==> run_1/ff_map.png <==
Bar = 20 µm. Other sequential cells in the stronger grey, the rest of the logic in the fainter grey.
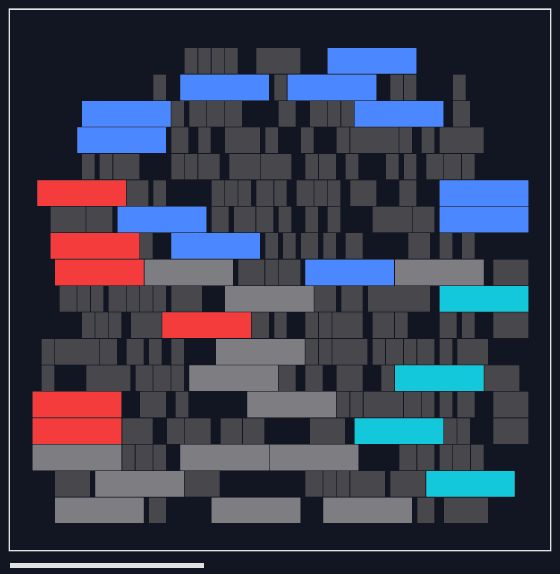
==> run_1/route_heat.png <==
The die is cut into 11 by 11 equal tiles; dark blue is low, red is high, scaled to the fullest tile. Values are wire area over tile area, all layers added.
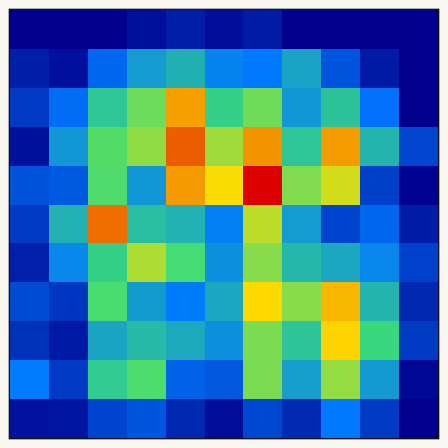
==> run_1/layers.png <==
Only two layers are drawn.
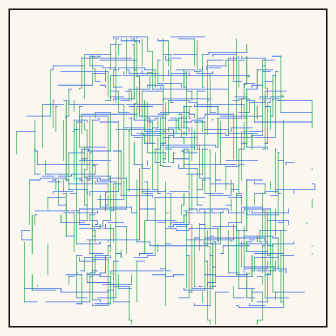
==> run_1/port_trees.png <==
Bar = 20 µm.
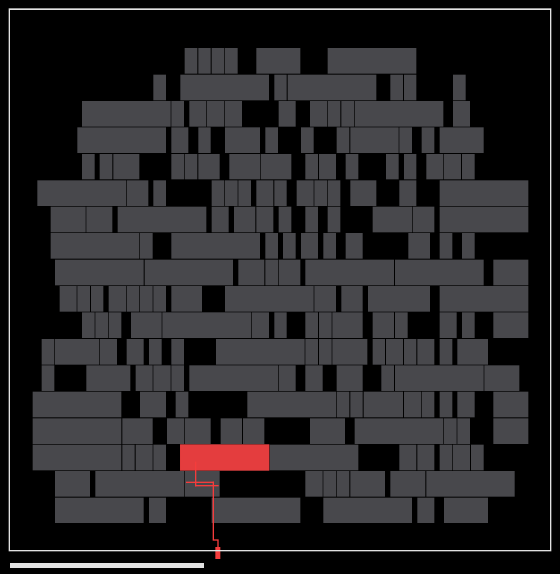
==> src/rtl/hatch_pkg.sv <==
// Shared definitions for the hatching sequencer and the dot-matrix display driver.
package hatch_pkg;

    typedef enum logic [1:0] {
        IDLE = 2'd0,
        RUN  = 2'd1,
        HOLD = 2'd2,
        DONE = 2'd3
    } hatch_state_t;

    localparam int DEF_CLK_HZ       = 1000;
    localparam int HATCH_NUM_STAGES = 12;

endpackage

==> src/rtl/key_debounce.sv <==
// Two-flop synchroniser, stability-count debouncer and rising-edge press pulse
// for an asynchronous push-button.
module key_debounce #(
    parameter int DEB_CYC = 20
) (
    input  logic clk,
    input  logic rst,
    input  logic key_raw,
    output logic level,
    output logic press
);

    // After reset the level silently tracks the synchronised key so that a key
    // held through reset cannot produce a press; the extra two cycles cover the
    // synchroniser latency.
    localparam int ARM_CYC = DEB_CYC + 2;
    localparam int CW      = $clog2(ARM_CYC) + 1;
    localparam logic [CW-1:0] DEB_LAST = CW'(DEB_CYC - 1);
    localparam logic [CW-1:0] ARM_LAST = CW'(ARM_CYC - 1);

    logic          sync1;
    logic          sync2;
    logic          armed;
    logic [CW-1:0] cnt;

    always_ff @(posedge clk or posedge rst) begin
        if (rst) begin
            sync1 <= 1'b0;
            sync2 <= 1'b0;
            armed <= 1'b0;
            cnt   <= '0;
            level <= 1'b0;
            press <= 1'b0;
        end else begin
            sync1 <= key_raw;
            sync2 <= sync1;
            press <= 1'b0;
            if (!armed) begin
                level <= sync2;
                if (cnt == ARM_LAST) begin
                    armed <= 1'b1;
                    cnt   <= '0;
                end else begin
                    cnt <= cnt + 1'b1;
                end
            end else if (sync2 != level) begin
                if (cnt == DEB_LAST) begin
                    level <= sync2;
                    press <= sync2;
                    cnt   <= '0;
                end else begin
                    cnt <= cnt + 1'b1;
                end
            end else begin
                cnt <= '0;
            end
        end
    end

endmodule

==> src/rtl/hatch_stage_ctrl.sv <==
// Incubation sequencer: steps the display stage on a fixed time base, freezes
// while the temperature is abnormal, and is started/aborted by a debounced key.
module hatch_stage_ctrl
    import hatch_pkg::*;
#(
    parameter int CLK_HZ     = DEF_CLK_HZ,
    parameter int STAGE_SEC  = 2,
    parameter int NUM_STAGES = HATCH_NUM_STAGES,
    parameter int DEB_MS     = 20
) (
    input  logic       clk,
    input  logic       rst,
    input  logic       key_raw,
    input  logic       temp_ok_raw,
    output logic [3:0] num,
    output logic       st,
    output logic       temp,
    output logic       done,
    output logic       stage_pulse
);

    localparam int DEB_CYC   = DEB_MS * CLK_HZ / 1000;
    localparam int STAGE_CYC = STAGE_SEC * CLK_HZ;
    localparam int TW        = $clog2(STAGE_CYC);
    localparam logic [TW-1:0] TIMER_LAST = TW'(STAGE_CYC - 1);
    localparam logic [3:0]    LAST_STAGE = 4'(NUM_STAGES - 1);

    hatch_state_t  state, state_n;
    logic [3:0]    num_n;
    logic [TW-1:0] timer, timer_n;
    logic          pulse_n;
    logic          press;
    logic          key_level_unused;
    logic          temp_s1;
    logic          temp_ok_s;
    logic          expire;

    key_debounce #(
        .DEB_CYC (DEB_CYC)
    ) u_key (
        .clk     (clk),
        .rst     (rst),
        .key_raw (key_raw),
        .level   (key_level_unused),
        .press   (press)
    );

    assign expire = (state == RUN) && (timer == TIMER_LAST);

    // Priority inside a cycle: press, then temperature fault, then expire.
    always_comb begin
        state_n = state;
        num_n   = num;
        timer_n = timer;
        pulse_n = 1'b0;
        case (state)
            IDLE: begin
                num_n   = '0;
                timer_n = '0;
                if (press) state_n = RUN;
            end
            RUN: begin
                if (press) begin
                    state_n = IDLE;
                    num_n   = '0;
                    timer_n = '0;
                end else if (!temp_ok_s) begin
                    state_n = HOLD;
                end else if (expire) begin
                    timer_n = '0;
                    if (num < LAST_STAGE) begin
                        num_n   = num + 4'd1;
                        pulse_n = 1'b1;
                    end else begin
                        state_n = DONE;
                    end
                end else begin
                    timer_n = timer + 1'b1;
                end
            end
            HOLD: begin
                if (press) begin
                    state_n = IDLE;
                    num_n   = '0;
                    timer_n = '0;
                end else if (temp_ok_s) begin
                    state_n = RUN;
                end
            end
            DONE: begin
                num_n = LAST_STAGE;
                if (press) begin
                    state_n = IDLE;
                    num_n   = '0;
                    timer_n = '0;
                end
            end
            default: begin
                state_n = IDLE;
                num_n   = '0;
                timer_n = '0;
            end
        endcase
    end

    // Outputs are registered from the next state so they change with it;
    // temp lags one cycle because it is built from the registered st.
    always_ff @(posedge clk or posedge rst) begin
        if (rst) begin
            state       <= IDLE;
            num         <= '0;
            timer       <= '0;
            st          <= 1'b0;
            done        <= 1'b0;
            temp        <= 1'b0;
            stage_pulse <= 1'b0;
            temp_s1     <= 1'b0;
            temp_ok_s   <= 1'b0;
        end else begin
            temp_s1     <= temp_ok_raw;
            temp_ok_s   <= temp_s1;
            state       <= state_n;
            num         <= num_n;
            timer       <= timer_n;
            stage_pulse <= pulse_n;
            st          <= (state_n != IDLE);
            done        <= (state_n == DONE);
            temp        <= st & ~temp_ok_s;
        end
    end

endmodule

==> config.mk <==
export PLATFORM = sky130hd
export DESIGN_NAME = hatch_stage_ctrl
export DESIGN_NICKNAME = d
export VERILOG_FILES = /design/src/rtl/hatch_pkg.sv /design/src/rtl/key_debounce.sv /design/src/rtl/hatch_stage_ctrl.sv
export SDC_FILE = /design/constraint.sdc
export NUM_CORES = 1
export LEC_CHECK = 0
export ABC_AREA = 1
export CORE_MARGIN = 2
export CORE_UTILIZATION = 61
export CTS_CLUSTER_SIZE = 28
export DETAILED_ROUTE_END_ITERATION = 10
export PLACE_DENSITY = 0.84
export SLEW_MARGIN = 10
export SYNTH_ARGS = -nofsm -noshare
export SYNTH_HDL_FRONTEND = slang
export SYNTH_SLANG_ARGS = --single-unit
export TNS_END_PERCENT = 50
==> constraint.sdc <==
create_clock -name clk -period 3.9 [get_ports clk]
set_input_delay 0.585 -clock clk [delete_from_list [all_inputs] [get_ports clk]]
set_output_delay 0.585 -clock clk [all_outputs]
set_load 0.01 [all_outputs]
==> design notes, run 1 <==
The detailed router reports a met2 wire length of 1533 µm. The run gives 6 as the tally of clock buffers in the finished layout. The clock latency reported for the late side of the worst-skew pair is 0.33 ns. From synthesis to final layout, the design area changed by 12.04%.

The worst relative slew slack came out at 72.46%. Sequential cell count: 34. The cell area that synthesis handed to floorplanning was 1622 µm².

The tools report the diode insertion count for antenna repair as 0. The placement summary gives the final routability congestion estimate as 0.8887. Cell taking the most area after synthesis: sky130_fd_sc_hd__dfrtp_1. The run gives 0 as the count of final hold-check violations. Per the run summary, max-cap violations total 0. The fraction of cell area in multi-input combinational cells is reported as 36.16%.

The total leakage power is 0.8038 nW. Looking at the clock tree report, the H-tree level count equals 2. In this run the deepest clock path goes through 2 buffers. The cell count after placement was 225. The path with the worst hold slack has its endpoint at temp_ok_s. Total power for the finished layout comes to 0.0005806 W. The flow reports that combinational logic draws 4.6% of the design power. The pin closest to its max-slew limit shows a slew of 0.4131 ns. The kind of critical path was flop to output port. Of all the cell area in the finished design, non-clock buffers hold 6.474%. According to the cell report, the number of logic gates is 122. The run finished with clean final reports. With the largest fanout on the critical path at 5, the antenna violation net count after detailed routing is 0. The logs give 52.47% for the sequential-to-total area share from yosys stat and 2162 µm for the placed wire-length estimate. Final hold analysis gives a worst-case slack of 0.3537 ns. The number of enable-type register cells in the synthesized netlist is 0.

The cell class with the largest area share is registers. Maximum achievable frequency: 527.9 MHz. The tools report the area taken by flip-flops and latches as 850.8 µm².

Global routing consumed, on the met1 layer, 24.18% of the routing resources. Per the final layout report, the fraction of cells sized above drive strength 1 comes to 10.45%. According to the finish report, the design has a final net count of 210.

The run gives 2.006 ns as the final worst-path setup slack. For the number of cells upsized or downsized after cts, the log shows 0. After floorplanning, the die was sized to cover 3087 µm².

After Yosys synthesis, AND-OR and OR-AND compound gates account for 7.793% of the synthesized area. Registers are responsible for 63.2% of the overall power. STA lists the startpoint of the worst register-to-register path as state[1]. Most frequent logic cell in the layout: sky130_fd_sc_hd__dfrtp_1.

The final core area utilization is 72.67%. In this run, the synthesized area fraction spent on xor and xnor cells is recorded as 3.241%. The die is 55.56 µm wide. Post-CTS timing repair inserted 0 buffers for setup.

Of the post-synthesis cell area, the part taken by muxes is 0%. The number of hold buffers added after CTS was 0. The fraction of power spent switching nets was 22.26%. The number of flip-flops under the largest register name was 11; the sequential cell power was 0.000367 W. During synthesis, Yosys emitted a total of 0 warnings. The global routing report lists met2 layer usage as 38.27%.

The number of antenna violations at the first check in global routing is 0.
-- ff_map.png (at the start) --
- red: `u_key.cnt` (placed flops 6; where west)
- cyan: `num` (placed flops 4)
- blue: `timer` (placed flops 11)

-- route_heat.png (at the start) --
- tiles over half the peak: 24%
- fullest tile: 0.47
- mean over tiles: 0.15
- nearly empty tiles: 9.9%
- densest ninth of the die: centre

-- layers.png (at the start) --
- green: M2 (wire length 1,530 µm)
- blue: M1 (wire length 1,220 µm)
count of vias placed by the detailed router: 1,253
All-Layer GR Usage: 21.75%

-- port_trees.png (at the start) --
- red: `temp_ok_raw` (direction input; edge south; end cells 1; wire 14.5 µm)
Port Buf Inserts: 11
number of top-level pins: 12

==> run 2: changes to the inputs <==
- CORE_UTILIZATION: 61 -> 57
- PLACE_DENSITY: 0.84 -> 0.79
- clock period: 3.9 -> 1.9 ns (I/O delays scaled with it)
==> run_2/layers.png <==
Only two layers are drawn.
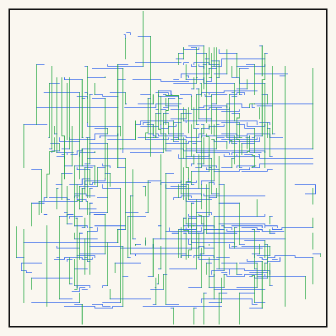
- blue: M1 (wire length 1,270 µm)
- green: M2 (wire length 1,360 µm)
All-Layer GR Usage: 20.29%
DR WL/cell: 11.88 µm

==> run 2 against run 1 <==
  * Flip-flop count unchanged
  * First-iteration DRC count up 11%
  * Synthesized cell count is the same
  * Sequential power is 110% higher
  * Non-clock buffer count unchanged
  * Count of clock-buffer cells in the layout is 1 higher
  * Largest power group unchanged
  * Largest cell class unchanged
  * Critical path depth unchanged
==> design notes, run 2 <==
After floorplanning, the core was divided into 19 placement rows. The script parses the final routing iteration and logs DRC violations as 0. Combinational logic burns 4.3% of the power.

In the final report, the number of endpoints failing setup comes to 0. Looking at the area split, the leading class of cells is registers. In this run the layout overhead on the synthesized area is reported as 12.65%. By startpoint and endpoint, the worst setup path is classified as flop to output port.

Of the total synthesized cell area, the portion taken by AND-OR and OR-AND cells is 7.793%. The net count reported at finish was 210. Setup repair after global routing left no endpoint under its margin.

The buffering stage count on the worst path with inverters included was 1; the layout buffering overhead excluding clock cells was 6.438%. With the share of cell area taken by multi-input logic gates at 35.96%, the largest fanout on the critical path is 5. Uppermost metal layer occupied by signal nets: met4.

The worst pin sits at a relative slew slack of 72.34%. The mux contribution to synthesized area is 0%. No sink is reached through more buffers than the 2 on the longest clock path.

The synthesized area divided by synthesized cell count is 8.813 µm². The register with the most flip-flops in the layout has 11 of them. The run gives 850.8 µm² as the area taken by flip-flops and latches. met1 track demand over resource after global routing is 22.39%. The tools report the number of antenna violations at the first check in global routing as 0. The report lists the cells along the critical path as clkdlybuf4s50_1. Summing all placed instances gives a cell area of 1767 µm². The number of H-tree levels is 2. The tools report the switching power summed over all nets as 0.0002848 W. According to the dpl log, the detail-placed design has an HPWL of 2045 µm. The largest power group is registers.

The worst path meets setup with 0.2784 ns of slack. The final route contains 1,172 vias. The reported combinational group power is 0.0000530 W. The number of well taps was 31; the post-CTS setup repair buffer count was 0. met2 track demand over resource after global routing is 34.48%.

The sum of negative setup slack was 0 ns. The count of nets left with antenna violations once routing finished came out at 0. The run finished with clean final reports. With the number of cells upsized or downsized after cts at 0, the sequential-to-total area share from yosys stat is 52.47%. The worst vdd rail ir drop is 0.0005406 V, and the area fraction in xor and xnor cells is 3.241%. During I/O placement, the number of pins put on the boundary was 12. The congestion estimate from routability-driven global placement came to 0.7708.

The routed design uses 1362 µm of met2 wire. The worst setup path is launched from a flop. The endpoint identified for the worst register-to-register timing path is num[1].

The met3 wire length was 83 µm. The cell-internal power is 0.0009389 W, and the wire length of the first global-routing pass is 4947 µm. Counting tap cells, the placed design contains a total of 226 instances. Port buffering added 11 buffers.

In this design, the largest share of critical-path delay is due to buffers and inverters. The sequential cell count is 34, and the hold buffer count at CTS is 0. The run gives 0.3240 ns for the worst hold slack across all endpoints.

The final hold violation count recorded for this run is 0. Per the final report, the share of cell area in clock cells is 3.288%. With the width of the chip at 57.34 µm, the synthesized area is 1622 µm². For the worst-case setup slack after placement, the log shows 0.3972 ns.

The commonest cells after synthesis are sky130_fd_sc_hd__dfrtp_1, sky130_fd_sc_hd__nand2_1, sky130_fd_sc_hd__inv_1, sky130_fd_sc_hd__nor2_1, sky130_fd_sc_hd__nand3_1. In this run the critical register-to-register path is launched from timer[0]. In this run, power in flip-flops and latches comes to 0.000753 W. The most frequent logic cell in the layout was sky130_fd_sc_hd__dfrtp_1.

The finished layout reports a core utilization of 66.82%. Total power divided by cell area: 669.9 nW/µm². For reference, the top cells by area after synthesis are sky130_fd_sc_hd__dfrtp_1, sky130_fd_sc_hd__nand2_1, sky130_fd_sc_hd__inv_1, sky130_fd_sc_hd__nor2_1, sky130_fd_sc_hd__nand3_1. Of the cells placed in the final design, the portion with a size suffix greater than 1 is 10.84%.

Total leakage power: 0.8089 nW. The critical path starts at num[0]. The number of warning messages in the yosys log was 0. For this run, combinational gates with multiple inputs come to 122. The repair_antennas step left the layout with diodes totalling 0. With the number of standard cells reported by yosys at 184, the via count normalized by instance count is 5.009. Clock buffers in the final layout number 7. The later pin in the worst-skew pair is clocked with a latency of 0.34 ns. The chip occupies 3287 µm². Summing internal, switching and leakage power gives 0.001224 W. Of all cell types, the one taking the most synthesized area is sky130_fd_sc_hd__dfrtp_1. TritonCTS built the clock tree. The pin closest to its max-slew limit shows a slew of 0.4149 ns. With the maximum achievable frequency at 616.7 MHz, the fraction of power spent switching nets is 23.28%. The run gives 61.5% as the fraction of power consumed by sequential logic. Yosys mapped a number of flops with a built-in enable equal to 0. Pins over their slew limit in the final report were tallied at 0. The run gives 0 as the total of max-cap violations.
==> run_2/clock_nets.png <==
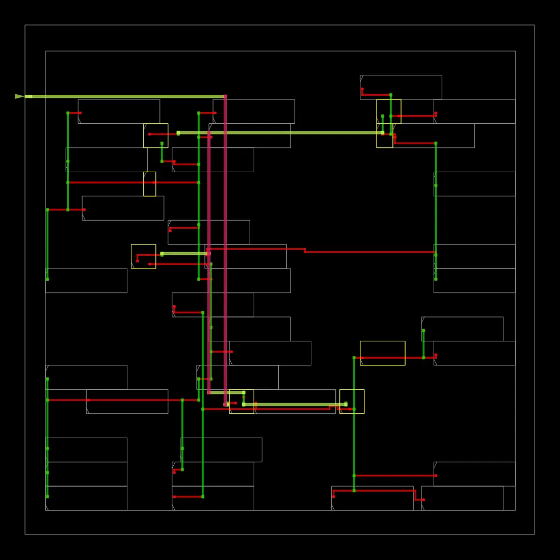

==> run 3: changes to the inputs <==
- clock period: 1.9 -> 1.53 ns (I/O delays scaled with it)
==> run_3/clock_nets.png <==
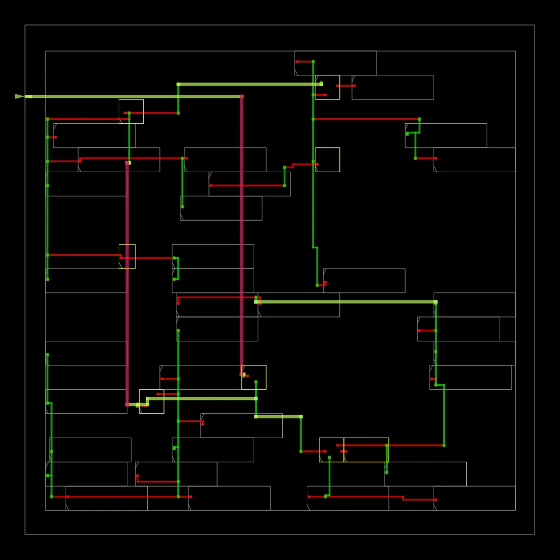
count of sequential standard cells: 34
clk ins delay skew pair: 0.34 ns
number of buffers inserted during clock tree synthesis: 5
clock buffer instance count of the final layout: 6

==> run 3 against run 2 <==
  * Die area did not move
  * Clock skew about the same
  * Critical path depth unchanged
  * First-iteration DRC count rose by 10%
  * Register-to-register slack worse by 0.35 ns
  * Final cell count increased by 3.0%
  * Clock power up 26%
  * Cell area up 4.2%
  * Highest routed layer unchanged
==> design notes, run 3 <==
The total power divided by cell area works out to 802.9 nW/µm². The tools report the worst-case setup slack after placement as 0.05300 ns. For the number of cells upsized or downsized after cts, the log shows 3. The number of warning messages in the yosys log was 0.

Fraction of power consumed by sequential logic: 61.2%. The fraction of power spent switching nets came out at 23.84%. Cell taking the most area after synthesis: sky130_fd_sc_hd__dfrtp_1.

Per the timing report, the most critical flop-to-flop path originates at timer[0]. The run gives 0.0008123 V for the worst vdd rail ir drop. The clock passes through at most 2 buffers. The DRC violation count after routing was 0; the total leakage power was 0.8796 nW. After detailed routing, the average wire length per cell comes to 12.42 µm. The number of input and output port buffers inserted is 11. Walking the worst path, the cells encountered are clkdlybuf4s50_1. The diode insertion count for antenna repair came out at 0.

For this run, combinational gates with multiple inputs come to 122. TritonCTS built the clock tree. The largest cell class by area is registers. The detailed router reports a met3 wire length of 134 µm.

The area of the die is 3287 µm², and the met2 wirelength from detailed routing is 1486 µm. Per Yosys stat, the portion of area used by sequential elements is 52.47%. With the largest fanout on the critical path at 1, the sum of negative setup slack is 0 ns. During tapcell insertion the tool placed 31 well taps. The buffering stage count on the worst path with inverters included was 1; the routed via count was 1,285. Routing resource usage on met1 recorded by global route was 24.21%. For the maximum achievable frequency, the log shows 679.4 MHz. The most frequent logic cell in the layout was sky130_fd_sc_hd__dfrtp_1. For the combinational group, total power comes out at 0.0000663 W. Hold timing on the final database bottoms out at a slack of 0.2559 ns. The share of cell area taken by multi-input logic gates is 35.68%.

The run gives 69.66% for the final core area utilization. The first global-routing pass estimated 5126 µm of wire. The run gives 11 for the number of flip-flops under the largest register name. For the worst reg-to-reg path, the endpoint reported by OpenROAD is stage_pulse. Looking at the power breakdown, combinational cells take 4.3% of the total.

Entering global routing, the biggest net connects 35 pins. After synthesis, the share of cell area in mux cells is 0%. The share of synthesized cell area in and-or and or-and compound cells was 7.793%; the worst relative slew slack was 73.29%.

Count of final hold-check violations: 0. For reference, the critical path is launched at temp. In the final layout, the share of cells above drive strength 1 is 17.14%.

The transition time at the pin with the least slew margin was 0.4007 ns. Measured on the final layout, buffering overhead outside the clock network stands at 8.870%. After synthesis, the cell types taking the most area are sky130_fd_sc_hd__dfrtp_1, sky130_fd_sc_hd__nand2_1, sky130_fd_sc_hd__inv_1, sky130_fd_sc_hd__nor2_1, sky130_fd_sc_hd__nand3_1. The floorplan step set the die width to 57.34 µm. In the post-route report, total wirelength is listed as 2993 µm. The final timing report lists a max-slew violation count of 0. The flow ran to the end, and the final reports show no timing, DRC or antenna violations. Summed over all sequential cells, the power is 0.000936 W. The I/O pin count is 12, and the antenna violation net count after detailed routing is 0.

The completed layout was analyzed and its total power is 0.001529 W. Endpoints with negative setup slack in the final report add up to 0. In this run, placement finished with an instance count of 228. The cell area that synthesis handed to floorplanning was 1622 µm². After Yosys synthesis, XOR and XNOR cells account for 3.241% of the synthesized area. The logs give 43 for the DRC marker count from the first detailed-route iteration and 0 for the total of max-cap violations. The final worst-path setup slack came out at 0.05819 ns. For reference, the most critical setup path is categorized as flop to output port.

Between the synthesized netlist and the finished layout, the area growth was recorded as 17.44%. Row count: 19. Registers take 850.8 µm². The run gives 184 for the number of standard cells reported by yosys. The timing report attributes the biggest portion of critical-path delay to buffers and inverters. With the cell-internal power at 0.001165 W, the placed wire-length estimate is 2091 µm.

The commonest cells after synthesis are sky130_fd_sc_hd__dfrtp_1, sky130_fd_sc_hd__nand2_1, sky130_fd_sc_hd__inv_1, sky130_fd_sc_hd__nor2_1, sky130_fd_sc_hd__nand3_1. With the hold buffer count at CTS at 0, the synthesized area divided by synthesized cell count is 8.813 µm². The global routing report lists met2 layer usage as 33.83%. The largest power group is registers. The run gives 0 as the number of antenna violations at the first check in global routing.

The number of H-tree levels was 2. Per the detailed placement report, the placed cell area equals 1782 µm². The root cell of the clock tree is sky130_fd_sc_hd__clkbuf_4.

The net count reported at finish is 217, and the clock tree cell share of total cell area is 3.351%.
Power figures rest on the tool's default switching activity, not on a simulated workload.
